### Placement by cell class, run 1

The bar under the picture is 10 um long.
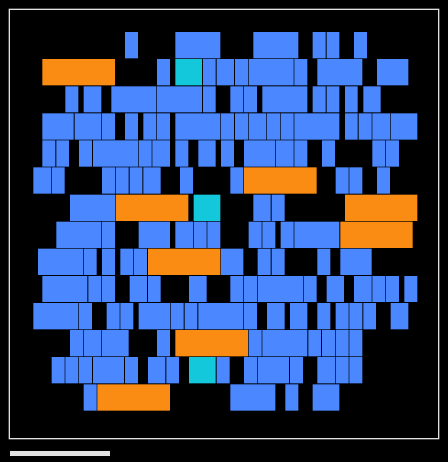
### The metal 2 layer, run 1

The bar under the picture is 10 um long. Cells faint in the background.
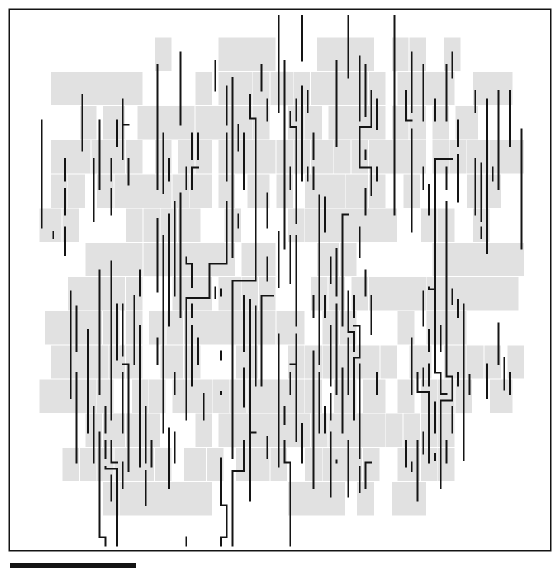
### Clock network drawn from the DEF, run 1

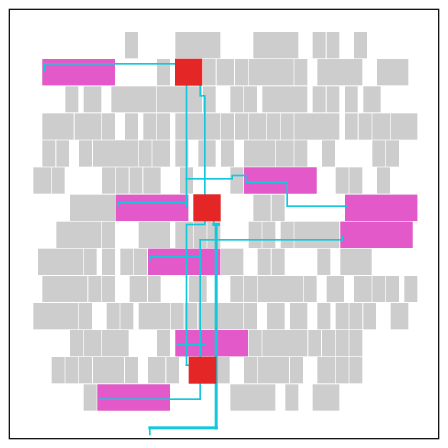
### Routing congestion, run 1

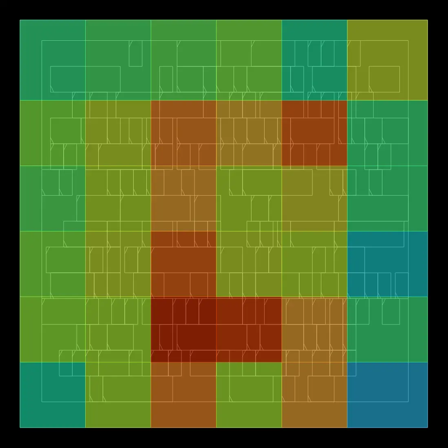
==> src/rtl/counter_pkg.sv <==
`default_nettype none
// ============================================================================
//  Module      : counter_pkg
//  Description : Shared types, constants and helpers for the base-B
//                up/down digit counters.
//  Revision    : 1.0 - initial release
// ============================================================================
package counter_pkg;

  // Largest radix a digit may take; a digit is never wider than 4 bits.
  localparam int MAX_BASE = 16;

  // Count direction, matches the encoding of the 'up' input.
  typedef enum logic {
    DIR_DOWN = 1'b0,
    DIR_UP   = 1'b1
  } dir_t;

  // Force a loaded digit value into the legal range 0..base-1 so the
  // counting logic never sees an out-of-range digit.
  function automatic logic [3:0] digit_clamp(input logic [3:0] value, input int base);
    if (int'(value) >= base) begin
      return 4'(base - 1);
    end
    return value;
  endfunction

endpackage : counter_pkg
`default_nettype wire

==> src/rtl/b_updown_digit.sv <==
`default_nettype none
// ============================================================================
//  Module      : b_updown_digit
//  Description : One base-BASE up/down counter digit with parallel load and
//                carry/borrow out. Chains through ei/eu.
//  Revision    : 1.0 - initial release
// ============================================================================
module b_updown_digit
  import counter_pkg::*;
#(
  parameter  int BASE = 3,
  localparam int W    = $clog2(BASE)
) (
  input  logic         clock,
  input  logic         reset,
  input  logic         ei,
  input  logic         up,
  input  logic         load,
  input  logic [W-1:0] d,
  output logic [W-1:0] q,
  output logic         eu
);

  localparam logic [W-1:0] MAX_DIGIT = W'(BASE - 1);

  if (BASE < 2 || BASE > MAX_BASE) begin : g_bad_base
    $error("b_updown_digit: BASE must be in 2..16");
  end

  dir_t dir;
  logic at_wrap;

  assign dir = dir_t'(up);

  // The digit is at its wrap value for the current direction.
  assign at_wrap = (dir == DIR_UP) ? (q == MAX_DIGIT) : (q == '0);
  assign eu      = ei & at_wrap;

  // Digit register: reset > load > count > hold. Wrap-around keeps q < BASE.
  always_ff @(posedge clock) begin
    if (reset) begin
      q <= '0;
    end else if (load) begin
      q <= W'(digit_clamp(4'(d), BASE));
    end else if (ei) begin
      if (dir == DIR_UP) begin
        q <= (q == MAX_DIGIT) ? '0 : q + W'(1);
      end else begin
        q <= (q == '0) ? MAX_DIGIT : q - W'(1);
      end
    end
  end

endmodule : b_updown_digit
`default_nettype wire

==> src/rtl/nb_updown_counter.sv <==
`default_nettype none
// ============================================================================
//  Module      : nb_updown_counter
//  Description : N_DIGITS-digit base-BASE synchronous up/down counter with
//                parallel load, terminal count and cascade carry/borrow.
//  Revision    : 1.0 - initial release
// ============================================================================
module nb_updown_counter
  import counter_pkg::*;
#(
  parameter  int N_DIGITS = 4,
  parameter  int BASE     = 3,
  localparam int W        = $clog2(BASE)
) (
  input  logic                  clock,
  input  logic                  reset,
  input  logic                  ei,
  input  logic                  up,
  input  logic                  load,
  input  logic [N_DIGITS*W-1:0] d,
  output logic [N_DIGITS*W-1:0] q,
  output logic                  eu,
  output logic                  tc
);

  localparam logic [W-1:0] MAX_DIGIT = W'(BASE - 1);

  if (BASE < 2 || BASE > MAX_BASE || N_DIGITS < 1) begin : g_bad_params
    $error("nb_updown_counter: BASE must be in 2..16 and N_DIGITS >= 1");
  end

  // carry[i] enables digit i; carry[N_DIGITS] leaves the block as eu.
  logic [N_DIGITS:0]   carry;
  logic [N_DIGITS-1:0] digit_wrap;

  assign carry[0] = ei;

  for (genvar i = 0; i < N_DIGITS; i++) begin : g_digit
    b_updown_digit #(
      .BASE (BASE)
    ) u_digit (
      .clock (clock),
      .reset (reset),
      .ei    (carry[i]),
      .up    (up),
      .load  (load),
      .d     (d[i*W +: W]),
      .q     (q[i*W +: W]),
      .eu    (carry[i+1])
    );

    // Per-digit terminal flag, independent of the enable chain.
    assign digit_wrap[i] = up ? (q[i*W +: W] == MAX_DIGIT) : (q[i*W +: W] == '0);
  end

  // Whole counter at its wrap value; eu equals ei & tc through the chain.
  assign tc = &digit_wrap;
  assign eu = carry[N_DIGITS];

endmodule : nb_updown_counter
`default_nettype wire

==> config.mk <==
export PLATFORM = sky130hd
export DESIGN_NAME = nb_updown_counter
export DESIGN_NICKNAME = d
export VERILOG_FILES = /design/src/rtl/counter_pkg.sv /design/src/rtl/b_updown_digit.sv /design/src/rtl/nb_updown_counter.sv
export SDC_FILE = /design/constraint.sdc
export NUM_CORES = 1
export LEC_CHECK = 0
export ABC_AREA = 1
export CAP_MARGIN = 30
export CORE_MARGIN = 2
export CORE_UTILIZATION = 65
export CTS_BUF_LIST = sky130_fd_sc_hd__clkbuf_4 sky130_fd_sc_hd__clkbuf_8
export DETAILED_ROUTE_END_ITERATION = 10
export DONT_BUFFER_PORTS = 1
export PLACE_DENSITY = 0.84
export SETUP_SLACK_MARGIN = 0.15
export SLEW_MARGIN = 25
export SYNTH_ARGS = -nofsm -noshare
export SYNTH_HDL_FRONTEND = slang
export SYNTH_HIERARCHICAL = 1
export SYNTH_SLANG_ARGS = --single-unit
==> constraint.sdc <==
create_clock -name clock -period 3.15 [get_ports clock]
set_input_delay 0.315 -clock clock [delete_from_list [all_inputs] [get_ports clock]]
set_output_delay 0.315 -clock clock [all_outputs]
set_load 0.02 [all_outputs]
==> results.yml, run 1 <==
# yosys + openroad results
outcome:
  outcome: "completed"
final_timing:
  setup_violations: 0
  clock.fmax_mhz: 384
  tns_ns: 0
  fin_skew_ns: 0.00259
  timing.final.hold_violations: 0
clock_tree:
  path_clk_slew_ns: 0.06
  cts.path.max_buffers: 2
  cts_root_buf: "clkbuf_4"
  postCtsSetupRepairBufs: 0
  clkLatencyLatePin_ns: 0.26
  cts_htree_levels: 1
  cts_resized: 0
route:
  vias_per_cell: 5.11
  drtIter0Drc: 16
  ant_nets: 0
  drt-total-wl_um: 1950
  vias: 909
global_route:
  first_global_vias: 822
  antenna_found_initial: 0
  gr-usage-all-layers: 0.240
  grt_overflow: 0
  grt_start_max_net_pins: 21
logic_synthesis:
  synth_cell_types: 13
  synth_top_area_share: 0.253
  fp_nets: 192
  synth_flops: 8
  yosys_area_um2: 987
  area_leaders: "ha_1 25%, dfxtp_1 16%, inv_1 12%"
  syn_area_um2: 987
final_layout:
  drive_gt1_frac: 0.142
  largest_register_ffs: 8
  lay_top_count: "inv_1"
  antennaDiodeCount: 0
worst_hold_path:
  holdPathEnd: "g_digit[3].u_digit/q[1]"
  holdPathStages: 1
  min_path_type: "input pin to flop"
setup_path:
  reg2reg_to: "g_digit[3].u_digit/q[1]"
  r2r_start: "g_digit[0].u_digit/q[1]"
  worst_ep_required_time_ns: 2.83
  crit_fanout: 7
  start_kind: "flop"
  critPathCaptureType: "primary output"
power:
  vdd_drop_max_v: 0.000195
place:
  routabilityCongestion: 0.822
die:
  die_h_um: 43.0
  die-area_mm2: 0.00185
  core_mm2: 0.00147
## Picture notes: 'Placement by cell class'
[blue] all other logic | cells: 151
[orange] flip-flops | cells: 8
[cyan] cells driving clock nets | cells: 3

## Picture notes: 'The metal 2 layer'
main direction: vertical
share of all routed wire: 46%
wire length on this layer: 901 um

## Picture notes: 'Clock network drawn from the DEF'
[magenta] flip-flops | count: 8
[cyan] clock wires | length: 172 um
[red] cells driving clock nets | count: 3
routed clock nets: 4

## Picture notes: 'Routing congestion'
GRT met1 Usage: 0.310
GRT met2 Usage: 0.385
Post-Route Utilization: 0.700

-- run 1: worst max-delay path: stages (launching register included) --
cell and delay [ns]:
dfxtp_1 0.57, ha_1 0.23, nor2_1 0.05, nor2_1 0.17, o21ai_0 0.11, nor2_1 0.19, o21ai_0 0.12, nor2_1 0.17
o21ai_0 0.11, nor2_1 0.32
-- run 1: report_power, final --
| group | leakage (nW) | switching, mW | internal, mW |
|---|---|---|---|
| combinational | 0.486 | 0.0537 | 0.0362 |
| clock | 0.0138 | 0.0417 | 0.0441 |
| sequential | 0.0662 | 0.0235 | 0.109 |
-- run 1: cells in the mapped netlist --
master	n
nor2_1	21
and2_0	1
inv_2	12
ha_1	20
inv_1	32
o21ai_0	4
o21ai_1	1
a21oi_2	8
dfxtp_1	8
nand3_1	12
a21oi_1	5
nand2_1	31
o21bai_1	4
-- run 1: cell type report --
type	count	area (um2)	area share
multi-input cells	107	662	0.643
inverters	44	165	0.160
flip-flops and latches	8	160	0.156
clock buffers	3	22.5	0.0219
well taps	16	20.0	0.0194
-- run 1: metal layers --
layer	wire (um)	up-vias	part of all wire	global-route usage
met2	901	23	0.46	0.385
met3	85	4	0.044	0.0298
met5	0	-	0	0
met4	28	0	0.014	0.127
met1	933	401	0.48	0.310
li1	-	481	-	-
-- run 1: how the worst max path moves through the flow --
stage               slack (ns)               startpoint  to  depth (start not counted)
floorplan                 1.10  g_digit[0].u_digit/q[1]  eu                          9
global placement          0.94  g_digit[0].u_digit/q[1]  eu                          9
detailed placement        0.85  g_digit[0].u_digit/q[1]  eu                          9
CTS                       0.56  g_digit[0].u_digit/q[1]  eu                          9
global route              0.31  g_digit[0].u_digit/q[0]  eu                         10
finish                    0.55  g_digit[0].u_digit/q[1]  eu                          9
-- run 1: kinds of logic (layout without fill, tap and decap cells) --
logic type / Yosys count / count (layout) / share of synthesized area
AOI/OAI and AO/OA: 22 / 22 / 0.152
DFF: 8 / 8 / 0.162
and+or+nand+nor: 65 / 65 / 0.265
adders and majority gates: 20 / 20 / 0.253
buffers and inverters: 44 / 47 / 0.167
-- run 1: per-stage QoR --
step | hold WS, ns | cell area (um2) | instances | utilization | power (mW)
3_5_place_dp | 0.380 | 1010 | 175 | 0.685 | 0.225
3_3_place_gp | 0.379 | 1010 | 175 | 0.685 | 0.220
2_1_floorplan | 0.377 | 987 | 159 | - | 0.207
5_1_grt | 0.100 | 1030 | 178 | 0.700 | 0.331
6_report | 0.106 | 1030 | 178 | 0.700 | 0.308
4_1_cts | 0.0962 | 1030 | 178 | 0.700 | 0.313
==> run 2: changes to the inputs <==
==> constraint.sdc (replaced) <==
create_clock -name clock -period 2.7 [get_ports clock]
set_input_delay 0.27 -clock clock [delete_from_list [all_inputs] [get_ports clock]]
set_output_delay 0.27 -clock clock [all_outputs]
set_load 0.02 [all_outputs]
==> results.yml, run 2 <==
# yosys + openroad results
power:
  power.clock.fraction: 0.266
  switching_share: 0.380
  seqPwrFrac: 0.429
  combPwrFrac: 0.305
  power.total_mw: 0.361
  intPower_mw: 0.224
  p_sw_mw: 0.137
  vdd_drop_max_v: 0.000298
logic_synthesis:
  synth_flops: 8
  synth_top_area_share: 0.253
  synthCells: 159
  yosys-top-cells-count: "32 x inv_1, 31 x nand2_1, 21 x nor2_1"
  syn_area_um2: 987
  async_flop_share: 0
  area_leaders: "ha_1 25%, dfxtp_1 16%, inv_1 12%"
  synth-main-ff-cell: "dfxtp_1"
  ys_cells: 159
  yosys_area_um2: 987
  fp_nets: 192
  top_cell: "inv_1"
  synth_cell_types: 13
  synth-edff-count: 0
worst_hold_path:
  holdPathEnd: "g_digit[0].u_digit/q[1]"
  holdPathStages: 1
  min_path_type: "input pin to flop"
setup_path:
  critPathCaptureType: "primary output"
  reg2reg_to: "g_digit[3].u_digit/q[1]"
  crit_fanout: 7
  r2r_start: "g_digit[0].u_digit/q[1]"
  start_kind: "flop"
  worst_ep_required_time_ns: 2.43
final_layout:
  drive_gt1_frac: 0.177
  seq_area_um2: 165
  largest_register_ffs: 8
  antennaDiodeCount: 0
  fillers: 130
global_route:
  grt_overflow: 0
  antenna_found_initial: 0
  grt_start_max_net_pins: 21
clock_tree:
  cts_root_buf: "clkbuf_4"
  path_clk_slew_ns: 0.06
  cts_buffers: 3
  cts.path.max_buffers: 2
  cts_htree_levels: 1
  clkLatencyLatePin_ns: 0.26
final_timing:
  min_period_ns: 2.34
  fin_skew_ns: 0.00243
  clock.fmax_mhz: 426
  tns_ns: 0
  setup_violations: 0
  timing.final.hold_violations: 0
  whs_ns: 0.0637
route:
  ant_nets: 0
  vias_per_cell: 5.16
  drt-total-wl_um: 2030
  drtIter0Drc: 17
  drtPass1Iterations: 4
  vias: 928
place:
  portBuffers: 0
  routabilityCongestion: 0.821
die:
  fp-row-count: 14
  die_h_um: 43.0
  die-area_mm2: 0.00185
outcome:
  outcome: "completed"
## run 2: cell counts after synthesis
No cell type changed its count.
## run 2: worst max-delay path by stage
stage,from,to,cells past startpoint
6_report,g_digit[0].u_digit/q[1],eu,10
5_1_grt,g_digit[0].u_digit/q[1],eu,10
4_1_cts,g_digit[0].u_digit/q[1],eu,9
3_5_place_dp,g_digit[0].u_digit/q[1],eu,9
3_3_place_gp,g_digit[0].u_digit/q[1],eu,9
2_1_floorplan,g_digit[0].u_digit/q[1],eu,9
## run 2: area by class of cell
| class | count | share of cell area |
|---|---|---|
| clock buffers | 3 | 0.0214 |
| repair buffers | 2 | 0.0143 |
| multi-input cells | 107 | 0.631 |
| well taps | 16 | 0.0190 |
| inverters | 44 | 0.157 |
| flip-flops and latches | 8 | 0.157 |
## run 2: cells by family after synthesis
kind of cell | share of synthesized area
AND/OR/NAND/NOR | 0.265
buffers and inverters | 0.167
AND-OR/OR-AND | 0.152
adder cells (fa/ha/maj) | 0.253
flip-flops | 0.162
## run 2: power groups by stage
stage	registers, mW	clock network [mW]	logic, mW
floorplan	0.153	0	0.0888
CTS	0.155	0.101	0.106
finish	0.155	0.0960	0.110
global placement	0.157	0	0.100
global route	0.157	0.109	0.129
detailed placement	0.157	0	0.105
## run 2: metrics by stage
stage | instance area (um2) | std cells | worst slack (ns) | utilization
6_report | 1050 | 180 | 0.355 | 0.715
2_1_floorplan | 987 | 159 | 0.695 | -
4_1_cts | 1030 | 178 | 0.173 | 0.700
3_5_place_dp | 1010 | 175 | 0.453 | 0.685
3_3_place_gp | 1010 | 175 | 0.538 | 0.685
5_1_grt | 1050 | 180 | 0.134 | 0.715
## run 2: routing by layer
metal,routed length [um],up-vias,global-route usage
li1,-,489,-
met4,7,0,0.121
met3,101,2,0.0638
met5,0,-,0
met2,976,25,0.379
met1,942,412,0.276
## run 2: timing repair
action | in CTS | in global routing
endpoints found under the hold margin | 0 | 0
gates resized | 0 | 5
setup endpoints to repair | 0 | 1
setup buffers | 0 | 2
## run 2: critical path, cell delays in order (launching register included)
cell and delay (ns):
dfxtp_4 0.39, inv_1 0.11, ha_1 0.14, o21ai_0 0.06
nor2_1 0.19, o21ai_0 0.12, nor2_1 0.15, o21ai_0 0.10
nor2_1 0.17, o21ai_0 0.13, nor2_2 0.24
### Placement by cell class, run 2

The bar under the picture is 10 um long.
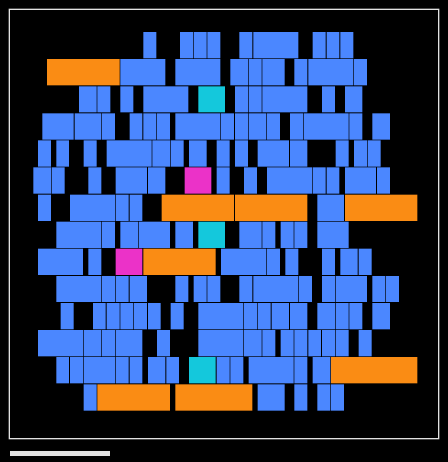
[orange] flip-flops | cells: 8
[blue] all other logic | cells: 151
[cyan] cells driving clock nets | cells: 3
[magenta] other buffers and delay cells | cells: 2

### Routing congestion, run 2

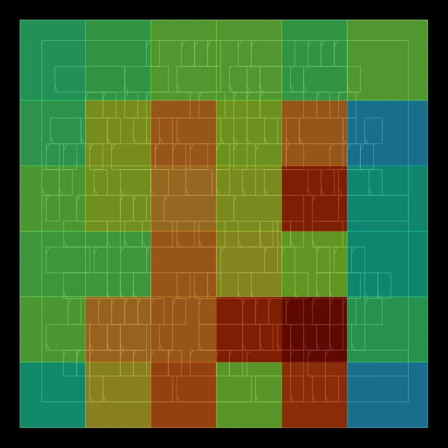
Post-Route Utilization: 0.715
busiest grt layer: met2
GRT met2 Usage: 0.379
GRT met1 Usage: 0.276

==> run 3: changes to the inputs <==
--- a/config.mk
+++ b/config.mk
@@ -8,11 +8,11 @@
 export ABC_AREA = 1
 export CAP_MARGIN = 30
 export CORE_MARGIN = 2
-export CORE_UTILIZATION = 65
+export CORE_UTILIZATION = 40
 export CTS_BUF_LIST = sky130_fd_sc_hd__clkbuf_4 sky130_fd_sc_hd__clkbuf_8
 export DETAILED_ROUTE_END_ITERATION = 10
 export DONT_BUFFER_PORTS = 1
-export PLACE_DENSITY = 0.84
+export PLACE_DENSITY = 0.57
 export SETUP_SLACK_MARGIN = 0.15
 export SLEW_MARGIN = 25
 export SYNTH_ARGS = -nofsm -noshare
==> results.yml, run 3 <==
# yosys + openroad results
final_timing:
  tns_ns: 0
  min_period_ns: 2.32
  timing.final.hold_violations: 0
  clock.fmax_mhz: 430
  setup_violations: 0
  fin_skew_ns: 0.000842
global_route:
  use_met1: 0.206
  antenna_found_initial: 0
  first_global_vias: 846
  gr-usage-all-layers: 0.173
  grt_overflow: 0
  grt_start_max_net_pins: 21
  grt_use_met3: 0.0583
  top_usage_layer: "met2"
clock_tree:
  cts_buffers: 3
  clkLatencyLatePin_ns: 0.25
  cts_root_buf: "clkbuf_4"
  path_clk_slew_ns: 0.07
  cts_htree_levels: 1
power:
  leakage_nw: 0.564
  vdd_drop_max_v: 0.000194
route:
  ant_nets: 0
  drtPass1Iterations: 4
  drtIter0Drc: 21
  vias_per_cell: 4.72
setup_path:
  critPathSlowestCell: "dfxtp_2"
  path_buffers: 1
  start_kind: "flop"
  path_cells: "inv_2, ha_1, o21ai_0, nor2_1, o21ai_0, nor2_1, o21ai_1, nor2_1, o21ai_1, nor2_2"
  path_delay_family: "simple AND/OR/NAND/NOR gates"
  cp_common_cell: "nor2_1"
  worst_ep_required_time_ns: 2.43
  crit_fanout: 5
  critPathCaptureType: "primary output"
logic_synthesis:
  synth_top_area_share: 0.253
  async_flop_share: 0
  synth_cell_types: 13
  yosys_area_um2: 987
  ys_cells: 159
  synth_flops: 8
  synth-main-ff-cell: "dfxtp_1"
  ys_seq_frac: 0.162
  area_leaders: "ha_1 25%, dfxtp_1 16%, inv_1 12%"
  syn_area_um2: 987
  yosys-top-cells-count: "32 x inv_1, 31 x nand2_1, 21 x nor2_1"
  synthCells: 159
  top_cell: "inv_1"
  fp_nets: 192
  synth-edff-count: 0
final_layout:
  drive_gt1_frac: 0.173
  antennaDiodeCount: 0
  nNetsFinal: 197
  fillers: 263
  largest_register_ffs: 8
  instances_no_fill: 192
worst_hold_path:
  min_path_type: "input pin to flop"
die:
  fp-row-count: 18
  die-area_mm2: 0.00288
  core_mm2: 0.00241
  die_h_um: 53.7
outcome:
  outcome: "completed"
place:
  routabilityCongestion: 0.807
  dp.cells: 189
  portBuffers: 0
==> run 3: per-layer routing <==
metal,share of wire,wire (um),up-vias
met4,0.013,27,0
met1,0.49,1000,406
met3,0.045,93,2
li1,-,-,484
met5,0,0,-
met2,0.45,927,15
==> run 3: per-stage QoR <==
step	setup slack [ns]	util	hold slack [ns]	total power, mW	instance area [um2]
5_1_grt	0.172	0.438	0.0375	0.398	1050
4_1_cts	0.179	0.435	0.0509	0.366	1050
6_report	0.376	0.438	0.0584	0.360	1050
3_5_place_dp	0.443	0.425	0.336	0.262	1020
3_3_place_gp	0.519	0.425	0.335	0.261	1020
2_1_floorplan	0.695	-	0.332	0.242	987
==> run 3: where the power goes <==
group / switching (mW) / leakage (nW) / internal (mW)
Sequential: 0.0275 / 0.0672 / 0.127
Clock: 0.0495 / 0.0138 / 0.0513
Combinational: 0.0621 / 0.483 / 0.0426
Total: 0.139 / 0.564 / 0.221
==> run 3: logic make-up after synthesis <==
group	after synthesis	synth area share
simple gates	65	0.265
buf+inv	44	0.167
compound gates	22	0.152
fa+ha+maj	20	0.253
flops	8	0.162
==> run 3: worst paths after layout <==
kind,endpoint,start,slack (ns),depth (start not counted)
setup / recovery,eu,g_digit[0].u_digit/q[0],0.38,10
hold / removal,g_digit[0].u_digit/q[1],reset,0.06,1
setup reg to reg,g_digit[3].u_digit/q[1],g_digit[0].u_digit/q[0],0.80,12
hold reg to reg,g_digit[0].u_digit/q[0],g_digit[0].u_digit/q[0],0.62,2
==> run 3: cell type report <==
class	count	area (um2)	area share
inverter	44	165	0.157
sequential	8	165	0.157
clock buffer	3	22.5	0.0214
multi-input combinational	107	664	0.630
tap	30	37.5	0.0356
==> run 3: repair_timing <==
| action | 4_1_cts | 5_1_grt |
|---|---|---|
| buffers inserted | 0 | 0 |
| pin swaps | 0 | 4 |
| gates resized | 1 | 7 |
| endpoints found under the setup margin | 1 | 1 |
### The metal 2 layer, run 3

The bar under the picture is 20 um long. Cells faint in the background.
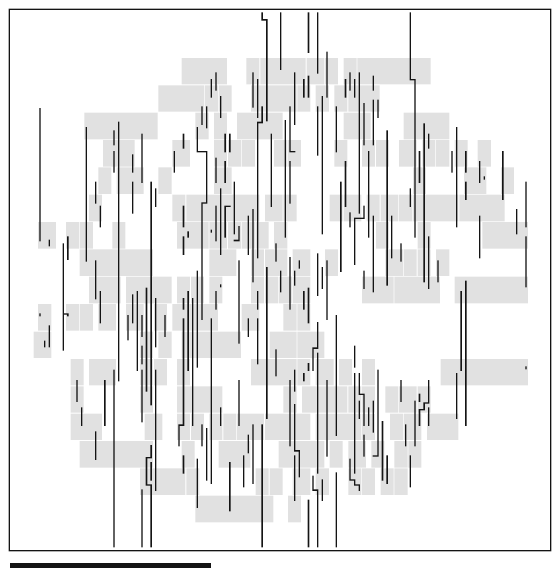
Final Routed Wirelength: 2050 um
GRT met2 Usage: 0.272
vias post-DR: 907

### PDN straps and rails, run 3

Pins as bars on the die edge. Tap cells in grey.
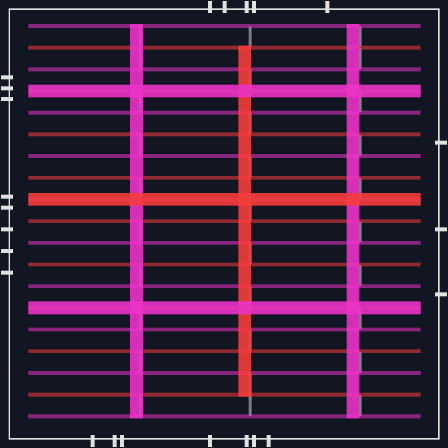
[red] VDD
[magenta] VSS
met5 straps: 3
tap cells: 30

Power is estimated from default activity; no workload was simulated.
